===== config.mk =====
export PLATFORM = sky130hd
export DESIGN_NAME = sitcpxg_tx_arbiter
export DESIGN_NICKNAME = d
export VERILOG_FILES = /design/src/rtl/sitcpxg_pkg.sv /design/src/rtl/sitcpxg_tx_arbiter_rr_arbiter.sv /design/src/rtl/sitcpxg_tx_arbiter.sv
export SDC_FILE = /design/constraint.sdc
export NUM_CORES = 1
export LEC_CHECK = 0
export CAP_MARGIN = 15
export CELL_PAD_IN_SITES_DETAIL_PLACEMENT = 1
export CELL_PAD_IN_SITES_GLOBAL_PLACEMENT = 1
export CORE_UTILIZATION = 31
export CTS_CLUSTER_DIAMETER = 80
export DETAILED_ROUTE_END_ITERATION = 16
export PLACE_DENSITY_LB_ADDON = 0.1
export SYNTH_ARGS = -nofsm -noshare
export SYNTH_HDL_FRONTEND = slang
export SYNTH_HIERARCHICAL = 1
export SYNTH_SLANG_ARGS = --single-unit

===== constraint.sdc =====
create_clock -name CLK156M -period 6.6 [get_ports CLK156M]
set_clock_uncertainty 0.15 [all_clocks]
set_input_delay 0.66 -clock CLK156M [delete_from_list [all_inputs] [get_ports CLK156M]]
set_output_delay 0.66 -clock CLK156M [all_outputs]
set_load 0.01 [all_outputs]

===== src/rtl/sitcpxg_pkg.sv =====
// rtl/sitcpxg_pkg.sv - shared state encoding, TX_B constants and byte-swap helper for the SiTCPXG TX path
package sitcpxg_pkg;

    typedef enum logic [1:0] {
        IDLE  = 2'd0,
        XFER  = 2'd1,
        CLOSE = 2'd2
    } state_e;

    localparam logic [3:0] TX_B_FULL = 4'd8;
    localparam logic [3:0] TX_B_NONE = 4'd0;

    // Byte 0 of the source word lands in bits [63:56] of the result.
    function automatic logic [63:0] byte_swap64(input logic [63:0] d);
        logic [63:0] r;
        for (int i = 0; i < 8; i++) begin
            r[8*i +: 8] = d[8*(7-i) +: 8];
        end
        return r;
    endfunction

endpackage


===== src/rtl/sitcpxg_tx_arbiter_rr_arbiter.sv =====
// rtl/sitcpxg_tx_arbiter_rr_arbiter.sv - combinational round-robin picker: first request at or after the pointer
module rr_arbiter #(
    parameter int NREQ = 4,
    parameter int IW   = (NREQ > 1) ? $clog2(NREQ) : 1
) (
    input  logic [NREQ-1:0] req_i,
    input  logic [IW-1:0]   ptr_i,
    output logic [IW-1:0]   gnt_o,
    output logic            any_o
);

    int            idx;
    logic [IW-1:0] idx_v;

    // Scan from the farthest offset down so the nearest hit wins.
    always_comb begin
        gnt_o = '0;
        any_o = 1'b0;
        idx   = 0;
        idx_v = '0;
        for (int k = NREQ - 1; k >= 0; k--) begin
            idx = int'(ptr_i) + k;
            if (idx >= NREQ) begin
                idx = idx - NREQ;
            end
            idx_v = idx[IW-1:0];
            if (req_i[idx_v]) begin
                gnt_o = idx_v;
                any_o = 1'b1;
            end
        end
    end

endmodule


===== src/rtl/sitcpxg_tx_arbiter.sv =====
// rtl/sitcpxg_tx_arbiter.sv - round-robin bounded-burst arbiter feeding the SiTCPXG TCP TX port
module sitcpxg_tx_arbiter
    import sitcpxg_pkg::*;
#(
    parameter int NREQ      = 4,
    parameter int MAX_BURST = 256,
    parameter int BYTE_SWAP = 1
) (
    input  logic               CLK156M,
    input  logic               CPU_RESET,
    input  logic               ENABLE,
    input  logic [NREQ-1:0]    REQ_VALID,
    input  logic [NREQ*64-1:0] REQ_DATA,
    output logic [NREQ-1:0]    REQ_READY,
    input  logic               TX_ESTABLISHED,
    input  logic               TX_AFULL,
    input  logic               TX_CLOSE_REQ,
    output logic               TX_CLOSE_ACK,
    output logic [63:0]        TX_D,
    output logic [3:0]         TX_B,
    output logic [2:0]         GRANT_ID,
    output logic [63:0]        WORD_COUNT
);

    localparam int          IW        = (NREQ > 1) ? $clog2(NREQ) : 1;
    localparam logic [15:0] LAST_BEAT = 16'(MAX_BURST - 1);

    state_e        state_q, state_d;
    logic [IW-1:0] grant_q, grant_d;
    logic [IW-1:0] ptr_q, ptr_d;
    logic [15:0]   burst_q, burst_d;
    logic [63:0]   tx_d_q, tx_d_d;
    logic [3:0]    tx_b_q, tx_b_d;
    logic [63:0]   wc_q, wc_d;
    logic          ack_q, ack_d;
    logic          en_q;

    logic [63:0]   req_word [NREQ];
    logic [IW-1:0] arb_gnt;
    logic          arb_any;
    logic          xfer_ok;
    logic          accept;
    logic [IW-1:0] next_ptr;
    logic [63:0]   out_word;

    for (genvar i = 0; i < NREQ; i++) begin : g_unpack
        assign req_word[i] = REQ_DATA[64*i +: 64];
    end

    rr_arbiter #(
        .NREQ (NREQ),
        .IW   (IW)
    ) u_rr (
        .req_i (REQ_VALID),
        .ptr_i (ptr_q),
        .gnt_o (arb_gnt),
        .any_o (arb_any)
    );

    assign xfer_ok  = (state_q == XFER) & ENABLE & TX_ESTABLISHED & ~TX_AFULL & ~TX_CLOSE_REQ;
    assign accept   = xfer_ok & REQ_VALID[grant_q];
    assign next_ptr = (grant_q == IW'(NREQ - 1)) ? '0 : grant_q + 1'b1;
    assign out_word = (BYTE_SWAP != 0) ? byte_swap64(req_word[grant_q]) : req_word[grant_q];

    always_comb begin
        REQ_READY = '0;
        if (xfer_ok) begin
            REQ_READY[grant_q] = 1'b1;
        end
    end

    always_comb begin
        state_d = state_q;
        grant_d = grant_q;
        ptr_d   = ptr_q;
        burst_d = burst_q;
        tx_b_d  = accept ? TX_B_FULL : TX_B_NONE;
        tx_d_d  = accept ? out_word : tx_d_q;
        if (ENABLE && !en_q) begin
            wc_d = '0;
        end else if (accept) begin
            wc_d = wc_q + 64'd1;
        end else begin
            wc_d = wc_q;
        end

        unique case (state_q)
            IDLE: begin
                if (TX_CLOSE_REQ) begin
                    state_d = CLOSE;
                end else if (ENABLE && TX_ESTABLISHED && arb_any) begin
                    state_d = XFER;
                    grant_d = arb_gnt;
                    burst_d = '0;
                end
            end
            XFER: begin
                if (TX_CLOSE_REQ) begin
                    state_d = CLOSE;
                end else if (!TX_ESTABLISHED || !ENABLE) begin
                    state_d = IDLE;
                end else if (accept) begin
                    if (burst_q == LAST_BEAT) begin
                        state_d = IDLE;
                        ptr_d   = next_ptr;
                    end else begin
                        burst_d = burst_q + 16'd1;
                    end
                end else if (!REQ_VALID[grant_q]) begin
                    // Requester went away; hand the turn on without emitting anything.
                    state_d = IDLE;
                    ptr_d   = next_ptr;
                end
            end
            CLOSE: begin
                if (!TX_CLOSE_REQ) begin
                    state_d = IDLE;
                end
            end
            default: state_d = IDLE;
        endcase

        ack_d = (state_d == CLOSE);
    end

    always_ff @(posedge CLK156M or posedge CPU_RESET) begin
        if (CPU_RESET) begin
            state_q <= IDLE;
            grant_q <= '0;
            ptr_q   <= '0;
            burst_q <= '0;
            tx_d_q  <= '0;
            tx_b_q  <= TX_B_NONE;
            wc_q    <= '0;
            ack_q   <= 1'b0;
            en_q    <= 1'b0;
        end else begin
            state_q <= state_d;
            grant_q <= grant_d;
            ptr_q   <= ptr_d;
            burst_q <= burst_d;
            tx_d_q  <= tx_d_d;
            tx_b_q  <= tx_b_d;
            wc_q    <= wc_d;
            ack_q   <= ack_d;
            en_q    <= ENABLE;
        end
    end

    assign TX_D         = tx_d_q;
    assign TX_B         = tx_b_q;
    assign TX_CLOSE_ACK = ack_q;
    assign WORD_COUNT   = wc_q;
    assign GRANT_ID     = 3'(grant_q);

endmodule


==> flow_metrics.py, run 1 <==
# Physical implementation metrics
metrics = {
    "status": {
        "run_status": "complete, no violations",
    },
    "power": {
        "power.density_nw_per_um2": 182,
        "combPwrFrac": 0.230,
    },
    "worst_setup_path": {
        "crit_type": "input port to flip-flop",
        "critPathMaxFanout": 32,
    },
    "synth": {
        "syn_area_per_cell_um2": 9.97,
        "flop_cell": "dfrtp_1",
        "synth-edff-count": 0,
        "ys_cells": 885,
    },
    "drt": {
        "drt_iter0_drc": 406,
    },
    "clock_tree": {
        "clock_path_buffers": 2,
        "postCtsSetupRepairBufs": 0,
        "cts-root-buf": "clkbuf_16",
    },
    "placement": {
        "post-place-ws_ps": 2300,
    },
    "min_path": {
        "worstHoldEndpoint": "TX_D[40]",
    },
    "timing": {
        "max_freq_ghz": 0.259,
        "period_used_share": 0.585,
        "rsz0062_at_grt": "no",
    },
    "cells_and_area": {
        "fin_cells": 1653,
        "layout.nets": 1528,
    },
    "grt": {
        "grt_use_total": 0.242,
    },
    "floorplan": {
        "rows": 61,
    },
}
run 1: power groups by stage:
| stage | registers (mW) | logic [mW] | clock network (mW) |
|---|---|---|---|
| floorplan | 1.00 | 0.322 | 0 |
| global placement | 1.02 | 0.584 | 0 |
| detailed placement | 1.02 | 0.586 | 0 |
| CTS | 1.00 | 0.586 | 0.957 |
| global route | 1.01 | 0.619 | 0.993 |
| finish | 1.00 | 0.577 | 0.931 |
run 1: cells in the mapped netlist, types with 5 or more instances:
cell / instances / share of area
a21oi_1: 33 / 0.019
and2_1: 8 / 0.0057
and3_1: 9 / 0.0064
and4_1: 9 / 0.0089
buf_1: 6 / 0.0026
buf_2: 5 / 0.0028
clkbuf_1: 44 / 0.019
dfrtp_1: 153 / 0.43
ha_1: 6 / 0.0085
inv_1: 11 / 0.0047
mux2i_1: 5 / 0.0057
mux4_2: 65 / 0.17
nand2_1: 239 / 0.10
nand2b_1: 7 / 0.0050
nand3_1: 28 / 0.016
nand4_1: 26 / 0.018
nor2_1: 51 / 0.022
nor3_1: 8 / 0.0045
nor4_1: 18 / 0.013
o21ai_0: 11 / 0.0062
o31ai_1: 24 / 0.020
or3_1: 9 / 0.0064
or4_1: 26 / 0.022
xnor2_1: 26 / 0.026
xor2_1: 7 / 0.0069
run 1: registers in the layout, summed over array words and instances, names as in the netlist:
| signal | cells |
|---|---|
| TX_B | 1 |
| TX_CLOSE_ACK | 1 |
| TX_D | 64 |
| WORD_COUNT | 64 |
| burst_q | 16 |
| en_q | 1 |
| grant_q | 2 |
| ptr_q | 2 |
| state_q | 2 |
run 1: cells by family (layout without fill, tap and decap cells):
logic type / after synthesis / after routing
compound gates: 89 / 89
xor+xnor: 33 / 33
fa+ha+maj: 6 / 6
buf+inv: 71 / 452
flops: 153 / 153
mux: 72 / 72
other cells: 1 / 10
simple gates: 460 / 460
run 1: final cells by class:
type / count / area [um2] / share of cell area
flip-flops and latches: 153 / 3830 / 0.279
clock inverters: 13 / 110 / 0.00801
repair buffers: 409 / 4090 / 0.298
inverters: 11 / 46.3 / 0.00337
diodes: 6 / 15.0 / 0.00109
clock buffers: 19 / 443 / 0.0322
multi-input cells: 664 / 4730 / 0.344
well taps: 378 / 473 / 0.0344
run 1: critical path: stages:
cell	delay, ps
clkdlybuf4s50_1	540
and3b_1	370
nand4_1	630
or3_1	980
or4_1	670
a21oi_1	180
run 1: how the worst max path moves through the flow:
stage	from	to	slack, ps	cells after the start
finish	ENABLE	WORD_COUNT[60]	2740	6
global route	ENABLE	WORD_COUNT[60]	2540	6
CTS	ENABLE	WORD_COUNT[60]	2760	6
detailed placement	ENABLE	WORD_COUNT[60]	2300	6
global placement	ENABLE	WORD_COUNT[62]	2520	6
floorplan	CPU_RESET	TX_B[3]	1670	1
run 1: through the flow:
step	power, mW	hold WS (ps)
floorplan	1.32	308
global placement	1.60	307
detailed placement	1.61	312
CTS	2.55	328
global route	2.62	347
finish	2.51	325
run 1: metal layers:
metal | track usage | part of all wire
met2 | 0.414 | 0.52
met3 | 0.0553 | 0.053
met1 | 0.287 | 0.39
met4 | 0.111 | 0.037
met5 | 0 | 0.0013
Fig. 1: run 1, signal metal coverage by tile
The die is cut into 34 by 34 equal tiles; dark purple is low, yellow is high, scaled to the fullest tile. Values are wire area over tile area, all layers added.
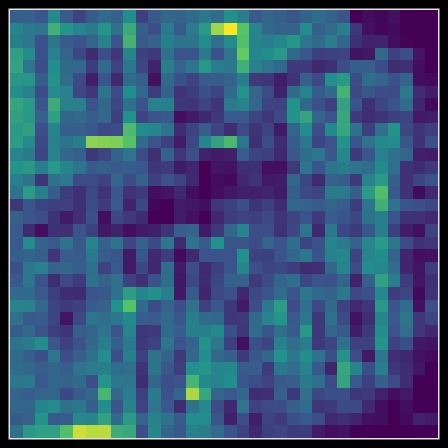
fullest tile	0.69
mean over tiles	0.19
nearly empty tiles	3.3%
tiles over half the peak	7.7%
vias: 8528
detailed-route wire length per cell: 21.1 um

Fig. 2: run 1, clock nets
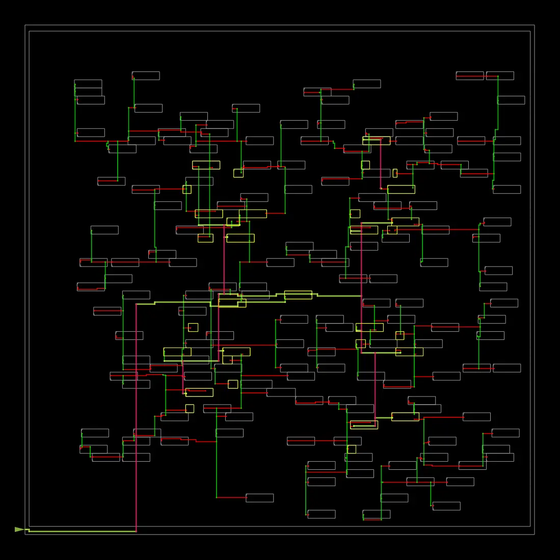
CTS sink count: 153
Latency at later pin: 420 ps
Seq cells: 153

Fig. 3: run 1, sequential cells coloured by netlist name
The bar under the picture is 50 um long. Other sequential cells in the stronger grey, the rest of the logic in the fainter grey.
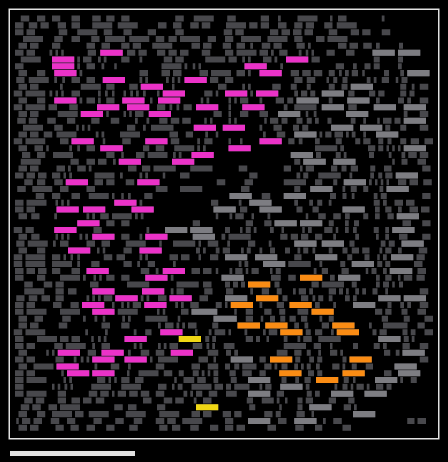
colour	signal	placed flops
orange	burst_q	16
magenta	TX_D	64
yellow	ptr_q	2
not coloured	71
P_seq: 1.00 mW
register area: 3830 um2
flop share of the area: 0.279
Final Core Density: 0.493

--- run 2 (diff from run 1) ---
==> constraint.sdc (replaced) <==
create_clock -name CLK156M -period 3.6 [get_ports CLK156M]
set_clock_uncertainty 0.15 [all_clocks]
set_input_delay 0.36 -clock CLK156M [delete_from_list [all_inputs] [get_ports CLK156M]]
set_output_delay 0.36 -clock CLK156M [all_outputs]
set_load 0.01 [all_outputs]
==> flow_metrics.py, run 2 <==
# Physical implementation metrics
metrics = {
    "synth": {
        "yosys.area_share.adder": 0.00851,
        "yosys.area.top_type": "dfrtp_1",
        "flop_cell": "dfrtp_1",
        "ys_cells": 885,
        "yosys.cell_count.top_type": "nand2_1",
        "topCellsByArea": "dfrtp_1 (43%), mux4_2 (17%), nand2_1 (10%)",
        "synth-edff-count": 0,
        "top_area_frac": 0.434,
        "syn_area_per_cell_um2": 9.97,
        "ys_ff": 153,
    },
    "worst_setup_path": {
        "crit_type": "flip-flop to output port",
        "critPathMaxFanout": 69,
    },
    "power": {
        "combPwrFrac": 0.236,
        "power_mw": 4.74,
        "power.density_nw_per_um2": 342,
    },
    "run": {
        "log.warning_count": 32,
    },
    "timing": {
        "hold-worst-slack_ps": 134,
        "period_used_share": 0.783,
        "max_freq_ghz": 0.355,
    },
    "grt": {
        "grt_use_total": 0.247,
        "grt_max_degree": 104,
    },
    "status": {
        "run_status": "complete, no violations",
    },
    "drt": {
        "drt_iter0_drc": 500,
        "antenna_left": 0,
        "vias": 8596,
    },
    "cells_and_area": {
        "final_util": 0.498,
        "layout.nets": 1538,
        "fin_cells": 1660,
    },
    "floorplan": {
        "rows": 61,
    },
    "clock_tree": {
        "clock_path_buffers": 2,
        "clkSinkCount": 153,
        "postCtsSetupRepairBufs": 0,
        "insertion_delay_ps": 430,
        "cts-root-buf": "clkbuf_16",
    },
}
run 2: cell counts after synthesis:
No cell type changed its count.
run 2: how the worst max path moves through the flow:
stage | cells past startpoint | start | endpoint | slack (ps)
after floorplan | 9 | grant_q[0] | WORD_COUNT[43] | 990
after global placement | 7 | ENABLE | WORD_COUNT[55] | 630
after detailed placement | 7 | ENABLE | WORD_COUNT[37] | 550
after CTS | 5 | grant_q[0] | REQ_READY[0] | 650
after global routing | 5 | grant_q[0] | REQ_READY[0] | 610
final | 5 | grant_q[0] | REQ_READY[2] | 780
run 2: kinds of logic after synthesis:
family          count (synthesis)
other cells                     1
mux                            72
compound gates                 89
xor+xnor                       33
flops                         153
fa+ha+maj                       6
simple gates                  460
buf+inv                        71
run 2: critical path, stage by stage, from the launching register on:
cell and delay, ps:
dfrtp_4 450, buf_12 370, inv_1 170, ha_1 230, and3_1 160, clkdlybuf4s50_1 490
run 2: through the flow:
| step | worst slack (ps) | area, um2 |
|---|---|---|
| detailed placement | 546 | 13300 |
| CTS | 650 | 13900 |
| finish | 781 | 13900 |
| global placement | 626 | 13300 |
| floorplan | 992 | 8840 |
| global route | 609 | 13900 |
run 2: area by class of cell:
type	instances	area (um2)
Antenna cell	3	7.51
Clock inverter	13	145
Sequential cell	153	3830
Fill cell	3066	14000
Clock buffer	19	443
Tap cell	378	473
Multi-Input combinational cell	664	4730
Timing Repair Buffer	419	4200
Inverter	11	45.0
run 2: power groups by stage:
| stage | combinational, mW | clock, mW | sequential [mW] |
|---|---|---|---|
| 2_1_floorplan | 0.591 | 0 | 1.83 |
| 3_3_place_gp | 1.14 | 0 | 1.82 |
| 3_5_place_dp | 1.14 | 0 | 1.83 |
| 4_1_cts | 1.14 | 1.88 | 1.79 |
| 5_1_grt | 1.20 | 1.94 | 1.80 |
| 6_report | 1.12 | 1.83 | 1.79 |
run 2: layer usage:
| metal | global-route usage | vias to the layer above | part of all wire | wire length (um) |
|---|---|---|---|---|
| met3 | 0.0553 | 46 | 0.049 | 1730 |
| met4 | 0.0917 | 0 | 0.028 | 966 |
| met5 | 0 | - | 0 | 0 |
| met1 | 0.300 | 4337 | 0.40 | 14100 |
| li1 | - | 3972 | - | - |
| met2 | 0.426 | 241 | 0.52 | 18300 |
Fig. 4: run 2, signal metal coverage by tile
The die is cut into 34 by 34 equal tiles; dark purple is low, yellow is high, scaled to the fullest tile. Values are wire area over tile area, all layers added.
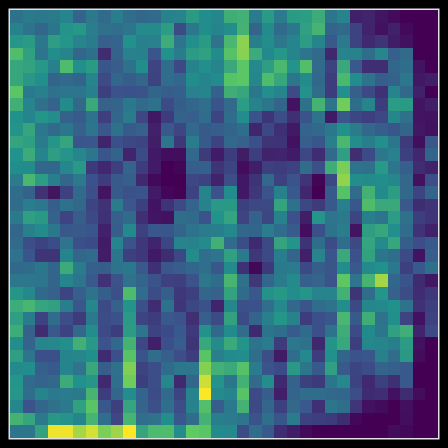
mean over tiles	0.19
nearly empty tiles	3.6%
densest ninth of the die	lower left
tiles over half the peak	17%
emptiest ninth of the die	lower right
fullest tile	0.56

Fig. 5: run 2, sequential cells coloured by netlist name
The bar under the picture is 50 um long. Other sequential cells in the stronger grey, the rest of the logic in the fainter grey.
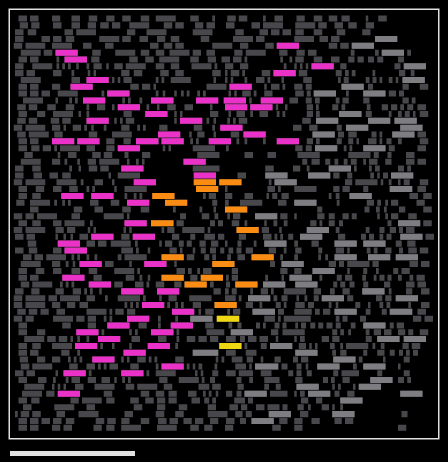
colour	signal	placed flops
yellow	ptr_q	2
orange	burst_q	16
magenta	TX_D	64
not coloured	71
flop share of the area: 0.276
P_seq: 1.79 mW

Power figures rest on the tool's default switching activity, not on a simulated workload.
